## config.mk

```make
export PLATFORM = sky130hd
export DESIGN_NAME = pc_fetch_unit_flat
export DESIGN_NICKNAME = d
export VERILOG_FILES = /design/src/rtl/pc_fetch_unit_if.sv /design/src/rtl/pc_fetch_unit.sv /design/src/flat_wrapper.sv
export SDC_FILE = /design/constraint.sdc
export NUM_CORES = 1
export LEC_CHECK = 0
export ABC_AREA = 0
export CAP_MARGIN = 40
export CORE_ASPECT_RATIO = 0.75
export CORE_MARGIN = 5
export CORE_UTILIZATION = 50
export DETAILED_ROUTE_END_ITERATION = 6
export GPL_TIMING_DRIVEN = 1
export PLACE_DENSITY = 0.84
export RECOVER_POWER = 50
export SYNTH_ARGS = -nofsm -noshare
export SYNTH_HDL_FRONTEND = slang
export SYNTH_SLANG_ARGS = --single-unit
```

## constraint.sdc

```tcl
create_clock -name clk -period 6.1 [get_ports clk]
set_input_delay 0.61 -clock clk [delete_from_list [all_inputs] [get_ports clk]]
set_output_delay 0.61 -clock clk [all_outputs]
set_load 0.03 [all_outputs]
```

## src/rtl/pc_fetch_unit_if.sv

```systemverilog
// pc_fetch_unit_if: fetch handshake between the PC unit (master) and instruction memory (slave).
interface pc_fetch_unit_if #(
    parameter int XLEN = 32
);
    logic            fetch_valid;
    logic            fetch_ready;
    logic [XLEN-1:0] pc_address;
    logic [XLEN-1:0] pc_plus_inc;
    modport master(output fetch_valid, pc_address, pc_plus_inc, input fetch_ready);
    modport slave(input fetch_valid, pc_address, pc_plus_inc, output fetch_ready);
endinterface

```

## src/rtl/pc_fetch_unit.sv

```systemverilog
// pc_fetch_unit: fetch PC with trap/mret/redirect priority, stall-held redirects and alignment rejection.
module pc_fetch_unit #(
    parameter int              XLEN        = 32,
    parameter logic [XLEN-1:0] RESET_VEC   = '0,
    parameter int              INC         = 4,
    parameter bit              ALIGN_CHECK = 1'b1
) (
    input  logic            clk,
    input  logic            reset,
    input  logic            ein,
    input  logic            redir_valid,
    input  logic [XLEN-1:0] redir_target,
    input  logic            trap_valid,
    input  logic [XLEN-1:0] mtvec,
    input  logic            mret_valid,
    input  logic [XLEN-1:0] mepc,
    pc_fetch_unit_if.master fetch,
    output logic [XLEN-1:0] pc_prev,
    output logic            misalign,
    output logic [XLEN-1:0] fetch_count
);
    typedef enum logic [1:0] {BOOT, RUN, HOLD} state_t;
    state_t          state;
    logic            fv, pend_v, pend_trap, new_req, req, is_trap, bad, acc;
    logic [XLEN-1:0] pc, pend_tgt, tgt, pc_inc;
    always_comb begin
        new_req = trap_valid | mret_valid | redir_valid;
        req     = new_req | pend_v;
        tgt     = trap_valid ? mtvec : mret_valid ? mepc : redir_valid ? redir_target : pend_tgt;
        // a held request keeps its trap exemption only if no fresh request overrides it
        is_trap = trap_valid | (!new_req & pend_trap);
        bad     = ALIGN_CHECK & !is_trap & (|tgt[1:0]);
        acc     = fv & fetch.fetch_ready & ein;
        pc_inc  = pc + XLEN'(INC);
    end
    always_ff @(posedge clk or posedge reset) begin
        if (reset) begin
            state       <= BOOT;
            fv          <= 1'b0;
            pc          <= RESET_VEC;
            pc_prev     <= RESET_VEC;
            fetch_count <= '0;
            misalign    <= 1'b0;
            pend_v      <= 1'b0;
            pend_trap   <= 1'b0;
            pend_tgt    <= '0;
        end else begin
            misalign <= acc & req & bad;
            if (state == BOOT) fv <= 1'b1;
            if (acc) begin
                pc          <= (req & !bad) ? tgt : pc_inc;
                pc_prev     <= pc;
                fetch_count <= fetch_count + XLEN'(1);
                pend_v      <= 1'b0;
                state       <= RUN;
            end else begin
                if (new_req) begin
                    pend_v    <= 1'b1;
                    pend_tgt  <= tgt;
                    pend_trap <= is_trap;
                end
                state <= req ? HOLD : RUN;
            end
        end
    end
    assign fetch.fetch_valid = fv;
    assign fetch.pc_address  = pc;
    assign fetch.pc_plus_inc = pc_inc;
endmodule

```

## src/flat_wrapper.sv

```systemverilog
// flat-port wrapper written by rule: the top's interface ports become plain ports
module pc_fetch_unit_flat 
#(
    parameter int              XLEN        = 32,
    parameter logic [XLEN-1:0] RESET_VEC   = '0,
    parameter int              INC         = 4,
    parameter bit              ALIGN_CHECK = 1'b1
)
  (clk, reset, ein, redir_valid, redir_target, trap_valid, mtvec, mret_valid, mepc, pc_prev, misalign, fetch_count, fetch_fetch_valid, fetch_pc_address, fetch_pc_plus_inc, fetch_fetch_ready);
  pc_fetch_unit_if #(.XLEN(XLEN)) fetch_i ();
  input  logic clk;
  input  logic reset;
  input  logic ein;
  input  logic redir_valid;
  input  logic [XLEN-1:0] redir_target;
  input  logic trap_valid;
  input  logic [XLEN-1:0] mtvec;
  input  logic mret_valid;
  input  logic [XLEN-1:0] mepc;
  output logic [XLEN-1:0] pc_prev;
  output logic misalign;
  output logic [XLEN-1:0] fetch_count;
  output wire logic [$bits(fetch_i.fetch_valid)-1:0] fetch_fetch_valid;
  output wire logic [$bits(fetch_i.pc_address)-1:0] fetch_pc_address;
  output wire logic [$bits(fetch_i.pc_plus_inc)-1:0] fetch_pc_plus_inc;
  input wire logic [$bits(fetch_i.fetch_ready)-1:0] fetch_fetch_ready;
  assign fetch_fetch_valid = fetch_i.fetch_valid;
  assign fetch_pc_address = fetch_i.pc_address;
  assign fetch_pc_plus_inc = fetch_i.pc_plus_inc;
  assign fetch_i.fetch_ready = fetch_fetch_ready;
  pc_fetch_unit #(.XLEN(XLEN), .RESET_VEC(RESET_VEC), .INC(INC), .ALIGN_CHECK(ALIGN_CHECK)) u_core (.clk(clk), .reset(reset), .ein(ein), .redir_valid(redir_valid), .redir_target(redir_target), .trap_valid(trap_valid), .mtvec(mtvec), .mret_valid(mret_valid), .mepc(mepc), .fetch(fetch_i), .pc_prev(pc_prev), .misalign(misalign), .fetch_count(fetch_count));
endmodule
```

==> run summary <==
yosys + openroad results -> clk sink count roughly 130, overall via count from detail_route approximately 7,500, Setup TNS Final 0 ns, final WL 24,490 um, root buffer cell clkbuf_16, chip height about 120 um, CP bufs+invs 2, Max VDD drop roughly 240 uV, slew margin rel. -0.7795, Top Consumer combinational logic, Slowest-stage cell, CP clkbuf_1, met3 usage in global routing 0.06406, Sw Share 0.3847, Leakage around 4.6 nW, Dominant flop cell dfrtp_1, first-pass GRT wire length 39,670 um, Worst Slack Setup Final about 1.7 ns, placed inst area a little over 10,000 um^2, Top cell excl fill/tap clkdlybuf4s50_1, fin crit share 0.7228, Post-Syn Area per Cell 8.917 um^2, Final Skew around 0.011 ns, Yosys chip area ~7700 um^2, Max Cap Viol 3, Hold Crit Endpoint u_core.fetch.fetch_valid, met2 usage 0.4134, CP required ~6.4 ns, Rows 39, Hold Path Cell Cnt 1, post-route met1 wirelength around 10,000 um, clk ins delay skew pair ~0.43 ns, Setup crit end kind register, most numerous logic cells after layout 200 x clkdlybuf4s50_1, 157 x nand2_1, 134 x dfrtp_1, Mapped Cells about 860, post-DP HPWL between 15,000 and 20,000 um, drt via density 5.842, fmax between 200 and 250 MHz, H-tree depth 4, status finished with violations, failing checks capacitance limit, slew limit, post-route cell area between 10,000 and 15,000 um^2, Mapped Nets roughly 970, worst-margin pin slew around 2.7 ns, R2R cell count 6, Dominant cell area share 0.4363, clk slew on worst S/H paths around 0.06 ns, Post-CTS Setup Inserts 0, WL met3 around 2100 um, Post-synth EDFFs 0, Synth Warn # 0, Die Wd about 150 um, Layout area overhead 40.27%, Cell Pwr Density ~360 nW/um^2, Final Max Slew Viols between 100 and 150, Nets 1,163, crit start category primary input, hold buffer count at CTS 0, CP max stage delay 1.49 ns, number of global-route vias before repair around 7,300, Yosys Instances 862, DRT antenna net count 0, fin crit period about 4.4 ns, RSZ-0062 raised after global routing no, Fill cells roughly 1,100, I/O Buffers 232, pin count of the biggest net entering global routing 73, Residual DRC 0, logic gate share of total power 0.380, clock buffer depth 2, DRT iter0 DRCs a little under 600, Resized cells post-CTS 0, Post-Syn Area just under 8000 um^2, Psw approximately 1.5 mW, CP Class in -> reg, commonest cells in the netlist 157 x nand2_1, 134 x dfrtp_1, 67 x nor2_1, 42 x clkbuf_1, Async SR Flop Fraction 1.000, most numerous cell in the Yosys netlist nand2_1, Max Used Layer met4, RR Startpoint u_core.fetch.fetch_valid, Min Hold Slack 0.4303 ns, ys flops between 100 and 150, total congestion overflow 0, core area roughly 15,000 um^2, combinational cell power 1.46 mW, worst setup path startpoint ein, Final Hold Fails 0, pre-CTS setup slack roughly 2.6 ns, worst hold path type reg -> reg, cell internal pwr ~2.4 mW, Top cells by area dfrtp_1 44%, nand2_1 7.7%, mux2i_1 4.7%, xnor2_1 4.2%, mux2_2 3.8%, FP Util 0.5065, Max FO, Critical Path about 45, CTS tree built, CP Depth 7, Final setup viols 0, worst-path cell chain dlygate4sd3_1, and3_1, clkbuf_1, nand4_1, nand3b_1, nand2b_1, xnor2_1, Clock group about 1.1 mW, Arrival @ worst endpoint 4.72 ns, area of the die 17,980 um^2, worst r2r dst u_core.fetch_count[28], wire per inst about 19 um, HP Start u_core.state[0], Routability Congestion 0.9160, clock power share 0.287, Worst Setup EP u_core.fetch_count[28], io pins 233, Flop pwr share 0.333, Seq/Total Area, Yosys 0.4363, total power just under 4 mW, DP Cell Count about 1,200, n_diodes 0, Yosys top cell by area dfrtp_1, total CTS buffers 17, initial antenna violation count 0, met2 routed wirelength 11,220 um, unique cell type count in the Yosys netlist roughly 65, Seq. pwr 1.28 mW, fin cells ~1,300, CP top delay family buffers and inverters, number of logged tool warnings 26, R2R Setup Slk 2.01 ns
## area by class of cell
class	instances	area, um^2	area share
timing repair buffer	247	2472	0.2293
tap	205	256.5	0.02379
inverter	25	95.09	0.008820
clock inverter	12	176.4	0.01636
multi-input combinational	633	3971	0.3683
clock buffer	20	456.7	0.04236
sequential	134	3353	0.3110
## cell families (layout without fill, tap and decap cells)
| logic type | count (synthesis) | after routing | synth area share |
|---|---|---|---|
| and+or+nand+nor | 359 | 359 | 0.2255 |
| buffers and inverters | 95 | 304 | 0.05046 |
| xor gates and xnor gates | 55 | 55 | 0.06267 |
| AOI/OAI and AO/OA | 155 | 155 | 0.1369 |
| adders and majority gates | 2 | 2 | 0.003255 |
| muxes | 62 | 62 | 0.08498 |
| DFF | 134 | 134 | 0.4363 |
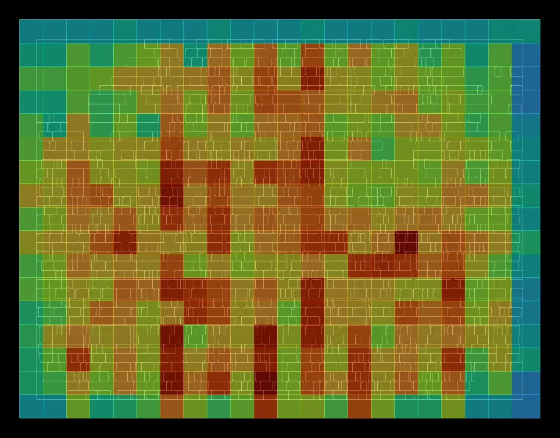
(congestion heat map)
final core occ: 0.7104
GRT Max-Usage Layer: met2
GRT Util Overall: 0.2708
grt met1 use: 0.3772

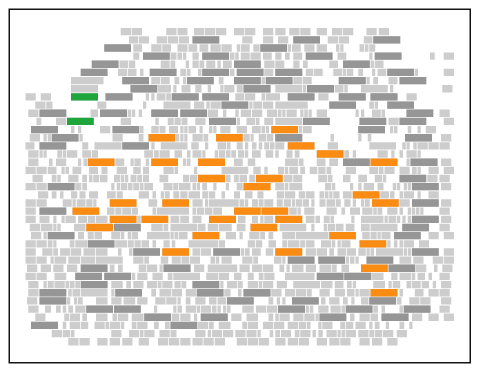
(where the registers sit)
Scale: 3 px per um.
[u_core.fetch.pc_address] orange | sequential cells: 32
[u_core.state] green | sequential cells: 2
not colored: 100

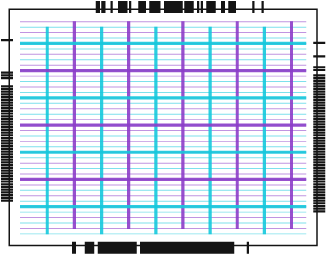
(power grid)
Scale: 2 px per um. Pins as bars on the die edge.
[VSS] cyan
[VDD] purple
met5 straps: 7
met4 straps: 10

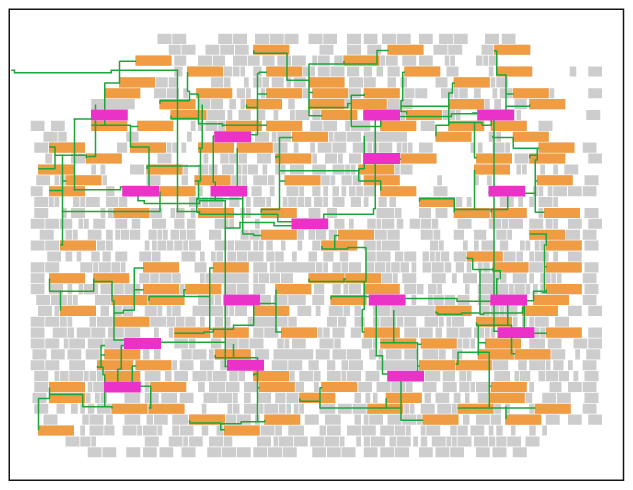
(clock network drawn from the DEF)
Scale: 4 px per um.
[flip-flops] orange | count: 134
[cells driving clock nets] magenta | count: 17
[clock wires] green | length: 1,780 um
routed clock nets: 18
flops lie: widely spread

Power figures rest on the tool's default switching activity, not on a simulated workload.
